### Supply network, run 1

Bar = 50 µm. Pins as bars on the die edge. Tap cells in gray.
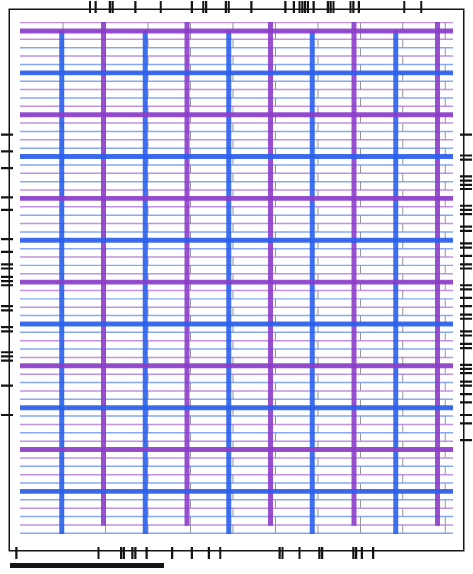
### Cell classes on the final placement, run 1

Bar = 50 µm.
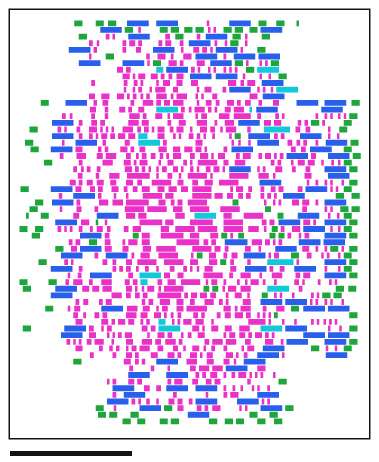
### Clock wires, drivers and flops, run 1

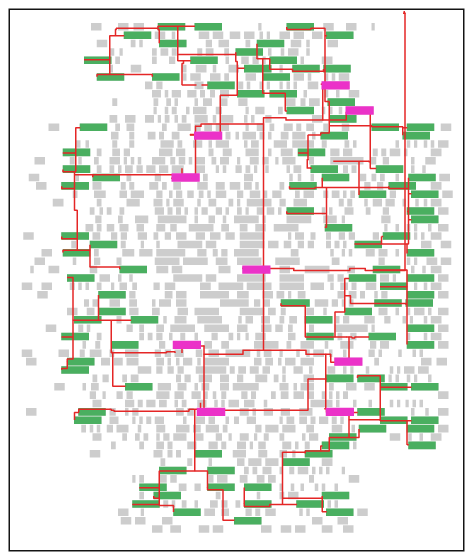
==> src/rtl/cordic_microrot_iter_if.sv <==
// Handshake and data bundle between the initial +/-45 degree stage, the
// iterative micro-rotation engine and the quadrant-correction stage.
interface cordic_microrot_iter_if #(
  parameter int data_width   = 16,
  parameter int cordic_steps = 16
);
  logic                         enable;
  logic signed [data_width-1:0] x_vec_in;
  logic signed [data_width-1:0] y_vec_in;
  logic [cordic_steps-1:0]      micro_rotation_in;
  logic [1:0]                   quad_in;

  logic signed [data_width-1:0] x_vec_out;
  logic signed [data_width-1:0] y_vec_out;
  logic [cordic_steps-1:0]      micro_rotation_out;
  logic [1:0]                   quad_out;
  logic                         busy;
  logic                         done;

  modport master (
    output enable,
    output x_vec_in,
    output y_vec_in,
    output micro_rotation_in,
    output quad_in,
    input  x_vec_out,
    input  y_vec_out,
    input  micro_rotation_out,
    input  quad_out,
    input  busy,
    input  done
  );

  modport slave (
    input  enable,
    input  x_vec_in,
    input  y_vec_in,
    input  micro_rotation_in,
    input  quad_in,
    output x_vec_out,
    output y_vec_out,
    output micro_rotation_out,
    output quad_out,
    output busy,
    output done
  );
endinterface

==> src/rtl/cordic_microrot_iter.sv <==
// Iterative CORDIC micro-rotation engine: one shift-add rotation per clock
// after the initial stage, driving y toward zero and recording directions.
//
// state    | meaning
// ---------+------------------------------------------------------------
// st_idle  | waiting for enable; output registers hold the last result
// st_iter  | performing micro-rotation number 'step' on each clock edge
module cordic_microrot_iter #(
  parameter int data_width   = 16,
  parameter int cordic_steps = 16
) (
  input logic                   clk,
  input logic                   nreset,
  cordic_microrot_iter_if.slave bus
);
  localparam int step_w = $clog2(cordic_steps);
  localparam logic [step_w-1:0] last_step = step_w'(cordic_steps - 1);

  localparam logic [0:0] st_idle = 1'b0;
  localparam logic [0:0] st_iter = 1'b1;

  logic [0:0]                   state;
  logic [step_w-1:0]            step;
  logic signed [data_width-1:0] x_wrk;
  logic signed [data_width-1:0] y_wrk;
  logic [cordic_steps-1:0]      rec_wrk;
  logic [1:0]                   quad_wrk;

  logic                         dir;
  logic signed [data_width-1:0] x_sh;
  logic signed [data_width-1:0] y_sh;
  logic signed [data_width-1:0] x_nxt;
  logic signed [data_width-1:0] y_nxt;
  logic [cordic_steps-1:0]      rec_nxt;

  logic signed [data_width-1:0] x_out_q;
  logic signed [data_width-1:0] y_out_q;
  logic [cordic_steps-1:0]      rec_out_q;
  logic [1:0]                   quad_out_q;
  logic                         busy_q;
  logic                         done_q;

  // y == 0 rotates clockwise, the same as any non-negative y
  always_comb begin
    dir  = ~y_wrk[data_width-1];
    x_sh = x_wrk >>> step;
    y_sh = y_wrk >>> step;
    if (dir) begin
      x_nxt = x_wrk + y_sh;
      y_nxt = y_wrk - x_sh;
    end else begin
      x_nxt = x_wrk - y_sh;
      y_nxt = y_wrk + x_sh;
    end
    rec_nxt       = rec_wrk;
    rec_nxt[step] = dir;
  end

  always_ff @(posedge clk or negedge nreset) begin
    if (!nreset) begin
      state      <= st_idle;
      step       <= '0;
      x_wrk      <= '0;
      y_wrk      <= '0;
      rec_wrk    <= '0;
      quad_wrk   <= '0;
      x_out_q    <= '0;
      y_out_q    <= '0;
      rec_out_q  <= '0;
      quad_out_q <= '0;
      busy_q     <= 1'b0;
      done_q     <= 1'b0;
    end else begin
      done_q <= 1'b0;
      case (state)
        st_idle: begin
          if (bus.enable) begin
            x_wrk    <= bus.x_vec_in;
            y_wrk    <= bus.y_vec_in;
            rec_wrk  <= bus.micro_rotation_in;
            quad_wrk <= bus.quad_in;
            step     <= step_w'(1);
            busy_q   <= 1'b1;
            state    <= st_iter;
          end
        end
        st_iter: begin
          x_wrk   <= x_nxt;
          y_wrk   <= y_nxt;
          rec_wrk <= rec_nxt;
          step    <= step + step_w'(1);
          // the last rotation goes straight to the outputs on the same edge
          if (step == last_step) begin
            x_out_q    <= x_nxt;
            y_out_q    <= y_nxt;
            rec_out_q  <= rec_nxt;
            quad_out_q <= quad_wrk;
            done_q     <= 1'b1;
            busy_q     <= 1'b0;
            state      <= st_idle;
          end
        end
        default: state <= st_idle;
      endcase
    end
  end

  assign bus.x_vec_out          = x_out_q;
  assign bus.y_vec_out          = y_out_q;
  assign bus.micro_rotation_out = rec_out_q;
  assign bus.quad_out           = quad_out_q;
  assign bus.busy               = busy_q;
  assign bus.done               = done_q;
endmodule

==> src/flat_wrapper.sv <==
// flat-port wrapper written by rule: the top's interface ports become plain ports
module cordic_microrot_iter_flat 
#(
  parameter int data_width   = 16,
  parameter int cordic_steps = 16
)
  (clk, nreset, bus_enable, bus_x_vec_in, bus_y_vec_in, bus_micro_rotation_in, bus_quad_in, bus_x_vec_out, bus_y_vec_out, bus_micro_rotation_out, bus_quad_out, bus_busy, bus_done);
  cordic_microrot_iter_if #(.data_width(data_width), .cordic_steps(cordic_steps)) bus_i ();
  input logic clk;
  input logic nreset;
  input wire logic [$bits(bus_i.enable)-1:0] bus_enable;
  input wire logic [$bits(bus_i.x_vec_in)-1:0] bus_x_vec_in;
  input wire logic [$bits(bus_i.y_vec_in)-1:0] bus_y_vec_in;
  input wire logic [$bits(bus_i.micro_rotation_in)-1:0] bus_micro_rotation_in;
  input wire logic [$bits(bus_i.quad_in)-1:0] bus_quad_in;
  output wire logic [$bits(bus_i.x_vec_out)-1:0] bus_x_vec_out;
  output wire logic [$bits(bus_i.y_vec_out)-1:0] bus_y_vec_out;
  output wire logic [$bits(bus_i.micro_rotation_out)-1:0] bus_micro_rotation_out;
  output wire logic [$bits(bus_i.quad_out)-1:0] bus_quad_out;
  output wire logic [$bits(bus_i.busy)-1:0] bus_busy;
  output wire logic [$bits(bus_i.done)-1:0] bus_done;
  assign bus_i.enable = bus_enable;
  assign bus_i.x_vec_in = bus_x_vec_in;
  assign bus_i.y_vec_in = bus_y_vec_in;
  assign bus_i.micro_rotation_in = bus_micro_rotation_in;
  assign bus_i.quad_in = bus_quad_in;
  assign bus_x_vec_out = bus_i.x_vec_out;
  assign bus_y_vec_out = bus_i.y_vec_out;
  assign bus_micro_rotation_out = bus_i.micro_rotation_out;
  assign bus_quad_out = bus_i.quad_out;
  assign bus_busy = bus_i.busy;
  assign bus_done = bus_i.done;
  cordic_microrot_iter #(.data_width(data_width), .cordic_steps(cordic_steps)) u_core (.clk(clk), .nreset(nreset), .bus(bus_i));
endmodule
==> config.mk <==
export PLATFORM = sky130hd
export DESIGN_NAME = cordic_microrot_iter_flat
export DESIGN_NICKNAME = d
export VERILOG_FILES = /design/src/rtl/cordic_microrot_iter_if.sv /design/src/rtl/cordic_microrot_iter.sv /design/src/flat_wrapper.sv
export SDC_FILE = /design/constraint.sdc
export NUM_CORES = 1
export LEC_CHECK = 0
export CELL_PAD_IN_SITES_DETAIL_PLACEMENT = 1
export CELL_PAD_IN_SITES_GLOBAL_PLACEMENT = 2
export CORE_ASPECT_RATIO = 1.2
export CORE_MARGIN = 3
export CORE_UTILIZATION = 35
export CTS_CLUSTER_SIZE = 20
export DETAILED_ROUTE_END_ITERATION = 7
export PLACE_DENSITY = 0.93
export RECOVER_POWER = 50
export SLEW_MARGIN = 25
export SYNTH_ARGS = -nofsm -noshare
export SYNTH_HDL_FRONTEND = slang
export SYNTH_SLANG_ARGS = --single-unit
==> constraint.sdc <==
create_clock -name clk -period 6.4 [get_ports clk]
set_clock_uncertainty 0.15 [all_clocks]
set_input_delay 1.28 -clock clk [delete_from_list [all_inputs] [get_ports clk]]
set_output_delay 1.28 -clock clk [all_outputs]
set_load 0.01 [all_outputs]
==> summary.log, run 1 <==
[global_routing] total global routing track utilization 20.5%
[synth] library cell with the highest instance count after synthesis nand2_1
[place] Final Wtd Congestion 0.866
[routing] post-route ant nets 0
[clock_network] CTS root buffer clkbuf_16
[status] violations in the final reports max-capacitance violations, max-slew violations
[global_routing] number of global-route vias before repair 7897
[final_layout] most common cell after layout, fill and taps aside nand2_1
[place] Placed Area 9610 µm²
[final_layout] Layout area overhead 18.5%
[final_timing] Final Max Tran Viols 160
[critical_path] logic depth of the worst setup path including buffers 17
[critical_path] number of buffers and inverters on the critical path 1
[run] maximum capacitance violations 3
[global_routing] met3 track demand over resource in global routing 2.71%
[final_layout] Seq. cell area 2650 µm²
[critical_path] startpoint of the lowest-slack register-to-register path u_core.step[0]
[final_layout] Final Core Density 42.5%
[place] post-detailed-placement half-perimeter wirelength 19.1 mm
[global_routing] initial antenna violation count 0
[routing] total number of vias 7624
[status] outcome complete, but fails checks
Notes on 'Supply network' above:
| net | color |
|---|---|
| VSS | blue |
| VDD | purple |
met1 rails: 62
rows: 61
tap cells: 315

Notes on 'Cell classes on the final placement' above:
| class | color | cells | share of their area |
|---|---|---|---|
| flip-flops | blue | 106 | 28% |
| all other logic | magenta | 774 | 57% |
| other buffers and delay cells | green | 120 | 12% |
| clock drivers and dummy loads | cyan | 16 | 3.4% |
register share of the cell area: 26.7%
standard-cell rows: 61
final cell area excluding filler cells: 9930 µm²

Notes on 'Clock wires, drivers and flops' above:
[cells driving clock nets] magenta | count: 9
[clock wires] red | length: 1650 µm
[flip-flops] green | count: 106
flops lie: all over the die
routed clock nets: 10

## run 1: metal layers
metal / wire [µm] / up-vias / share of wire [%]
met1: 11500 / 3793 / 44
met2: 12900 / 200 / 49
met3: 1180 / 41 / 4.5
met5: 0 / - / 0
met4: 655 / 0 / 2.5
li1: - / 3590 / -
## run 1: registers in the layout, summed over array words and instances, names as in the netlist
| register | flops |
|---|---|
| u_core.bus.busy | 1 |
| u_core.state | 1 |
| u_core.step | 4 |
| u_core.bus.micro_rotation_out | 16 |
| u_core.quad_wrk | 2 |
| u_core.bus.y_vec_out | 16 |
| u_core.y_wrk | 16 |
| u_core.x_wrk | 16 |
| u_core.bus.x_vec_out | 16 |
| u_core.rec_wrk | 15 |
| u_core.bus.done | 1 |
| u_core.bus.quad_out | 2 |
--- run 2 (diff from run 1) ---
--- a/config.mk
+++ b/config.mk
@@ -12,6 +12,7 @@
 export CORE_UTILIZATION = 35
 export CTS_CLUSTER_SIZE = 20
 export DETAILED_ROUTE_END_ITERATION = 7
+export GPL_TIMING_DRIVEN = 1
 export PLACE_DENSITY = 0.93
 export RECOVER_POWER = 50
 export SLEW_MARGIN = 25
### Signal wires by layer, run 2

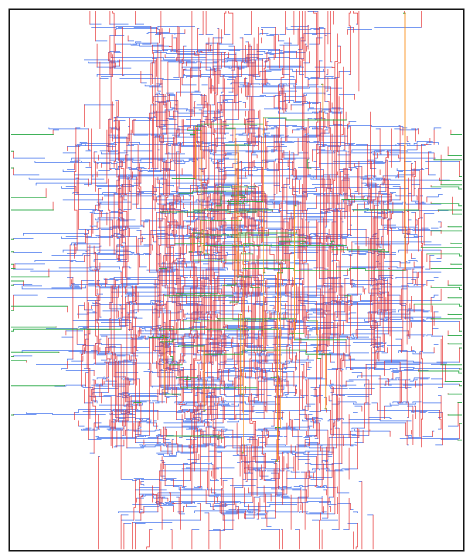
| layer | color | wire length |
|---|---|---|
| met1 | blue | 11500 µm |
| met3 | green | 1180 µm |
| met4 | orange | 656 µm |
| met2 | red | 12900 µm |
total number of vias: 7624
final WL: 26.2 mm
total global routing track utilization: 20.5%

### Routing congestion, run 2

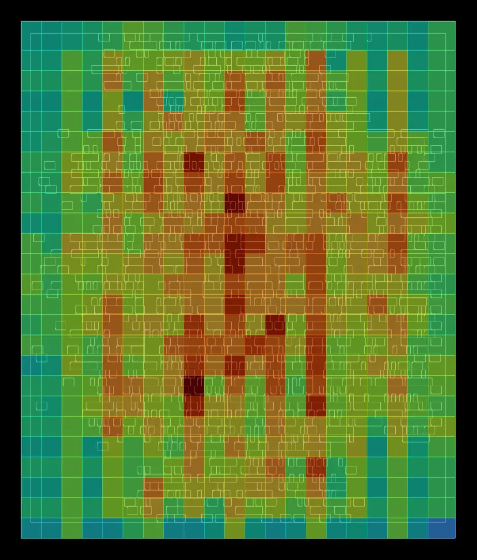
met3 track demand over resource in global routing: 2.71%
met2 track utilization from global routing: 35.2%
routed length per placed instance: 19.7 µm
Final Core Density: 42.5%
fraction of met1 tracks used by global routing: 27.2%

==> summary.log, run 2 <==
[clock_network] CTS root buffer clkbuf_16
[global_routing] number of global-route vias before repair 7897 [unchanged]
[critical_path] category of the worst setup path launch point flip-flop
[floorplanning] standard-cell rows 61 [unchanged]
[synth] cell count after synthesis 942
[synth] fraction of post-synthesis cell area in the top cell type by area 31.7%
[clock_network] number of hold buffers added after cts 0
[final_timing] Final Hold Vio Count 0
[critical_path] logic depth of the worst setup path including buffers 17 [unchanged]
[final_layout] final cell area excluding filler cells 9930 µm² [unchanged]
[critical_path] startpoint of the lowest-slack register-to-register path u_core.step[0]
[final_layout] Layout area overhead 18.5% [unchanged]
[routing] post-route ant nets 0 [unchanged]
[place] Port Buffers 103
[synth] top cells by area dfrtp_1 (32%), nand2_1 (7.2%), mux4_2 (6.7%)
[critical_path] cell with the largest stage delay on the worst path dfrtp_2
[synth] library cell with the highest instance count after synthesis nand2_1
[critical_path] crit path from u_core.step[0]
[critical_path] data arrival time of the critical path 5.66 ns
[status] violations in the final reports max-capacitance violations, max-slew violations
[synth] XOR/XNOR Area Share 4.39%
[run] maximum capacitance violations 3 [unchanged]
[global_routing] initial antenna violation count 0 [unchanged]
[critical_path] list of cells traversed by the critical path buf_4, nor2_2, mux2_1, mux4_2, nor3_2, nand3_1, mux2i_1, a22oi_1, o21ai_0, ha_1, a21o_1, a21o_1, o21bai_1, a211oi_1, o21ai_0, a2111oi_0, nor3b_1
[place] post-detailed-placement half-perimeter wirelength 19.1 mm [unchanged]
[place] Final Wtd Congestion 0.866 [unchanged]
[place] Placed Area 9610 µm² [unchanged]
[critical_path] number of buffers and inverters on the critical path 1 [unchanged]
[status] outcome complete, but fails checks
[final_timing] Post-Route Setup TNS 0 ns
[final_timing] Final Max Tran Viols 160 [unchanged]
[final_timing] post-layout worst setup margin 0.822 ns
[global_routing] total gr overflow 0
[final_layout] most common cell after layout, fill and taps aside nand2_1
## run 2: cell counts in the layout (fill, tap and decap cells not counted)
No cell type changed its count.
## run 2: worst min-delay path, stage by stage (launching register included)
cell	delay, ns
dfrtp_1	0.34
nand2_1	0.05
nand2_1	0.05
## run 2: final cells by class
| type | instances | area, µm² |
|---|---|---|
| Sequential cell | 106 | 2650 |
| Timing Repair Buffer | 120 | 1140 |
| Inverter | 25 | 93.8 |
| Clock inverter | 6 | 97.6 |
| Multi-Input combinational cell | 749 | 5320 |
| Tap cell | 315 | 394 |
| Clock buffer | 10 | 229 |
| Fill cell | 2751 | 13400 |
## run 2: routing by layer
metal	wire length, µm	vias up
li1	-	3590
met1	11500	3793
met2	12900	200
met3	1180	41
met4	655	0
met5	0	-
--- run 3 (diff from run 2) ---
--- a/config.mk
+++ b/config.mk
@@ -5,6 +5,7 @@
 export SDC_FILE = /design/constraint.sdc
 export NUM_CORES = 1
 export LEC_CHECK = 0
+export ABC_CLOCK_PERIOD_IN_PS = 6400
 export CELL_PAD_IN_SITES_DETAIL_PLACEMENT = 1
 export CELL_PAD_IN_SITES_GLOBAL_PLACEMENT = 2
 export CORE_ASPECT_RATIO = 1.2
### Clock wires, drivers and flops, run 3

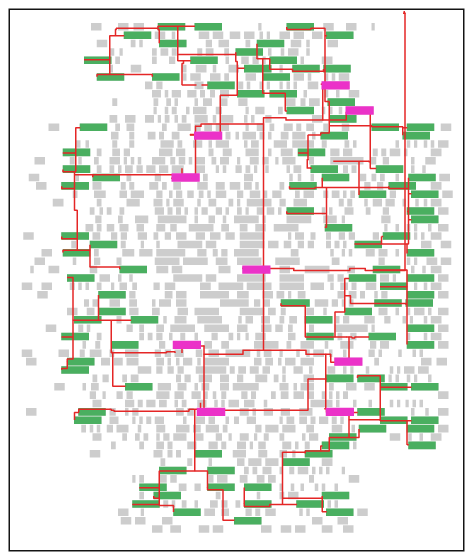
[cells driving clock nets] magenta | count: 9
[clock wires] red | length: 1650 µm
[flip-flops] green | count: 106
routed clock nets: 10
flops lie: all over the die
Clock Latency Late Sink: 0.37 ns

### Signal wires by layer, run 3

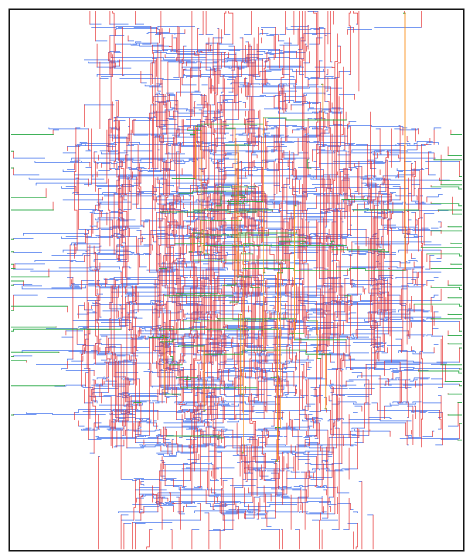
| layer | color | wire length |
|---|---|---|
| met4 | orange | 656 µm |
| met3 | green | 1180 µm |
| met2 | red | 12900 µm |
| met1 | blue | 11500 µm |

==> summary.log, run 3 <==
[synth] cell count after synthesis 942 [unchanged]
[clock_network] CTS root buffer clkbuf_16
[routing] post-route ant nets 0 [unchanged]
[critical_path] cell with the largest stage delay on the worst path dfrtp_2
[final_layout] Layout area overhead 18.5% [unchanged]
[global_routing] total gr overflow 0 [unchanged]
[final_layout] Final Core Density 42.5% [unchanged]
[critical_path] logic depth of the worst setup path including buffers 17 [unchanged]
[global_routing] total global routing track utilization 20.5% [unchanged]
[status] violations in the final reports max-capacitance violations, max-slew violations
[clock_network] number of hold buffers added after cts 0 [unchanged]
[routing] final WL 26.2 mm [unchanged]
[final_timing] Final Max Tran Viols 160 [unchanged]
[place] Port Buffers 103 [unchanged]
[critical_path] crit path from u_core.step[0]
[final_timing] post-layout worst setup margin 0.822 ns [unchanged]
[run] maximum capacitance violations 3 [unchanged]
[place] post-detailed-placement half-perimeter wirelength 19.1 mm [unchanged]
[floorplanning] standard-cell rows 61 [unchanged]
[status] outcome complete, but fails checks
## run 3: cell counts after synthesis
Identical to the previous run, type by type.
## run 3: cell type report
cell class,count,area [µm²],share of cell area [%]
tap,315,394,3.97
clock inverter,6,97.6,0.983
timing repair buffer,120,1140,11.5
multi-input combinational,749,5320,53.6
clock buffer,10,229,2.31
inverter,25,93.8,0.945
sequential,106,2650,26.7
## run 3: tightest hold or removal path: stages (launching register included)
cell and delay [ns]:
dfrtp_1 0.34, nand2_1 0.05, nand2_1 0.05
## run 3: routing by layer
metal  vias up  GRT usage, %  part of all wire (%)
met5         -             0                     0
met3        41          2.71                   4.5
met2       200          35.2                    49
li1       3590             -                     -
met1      3793          27.2                    44
met4         0          5.94                   2.5
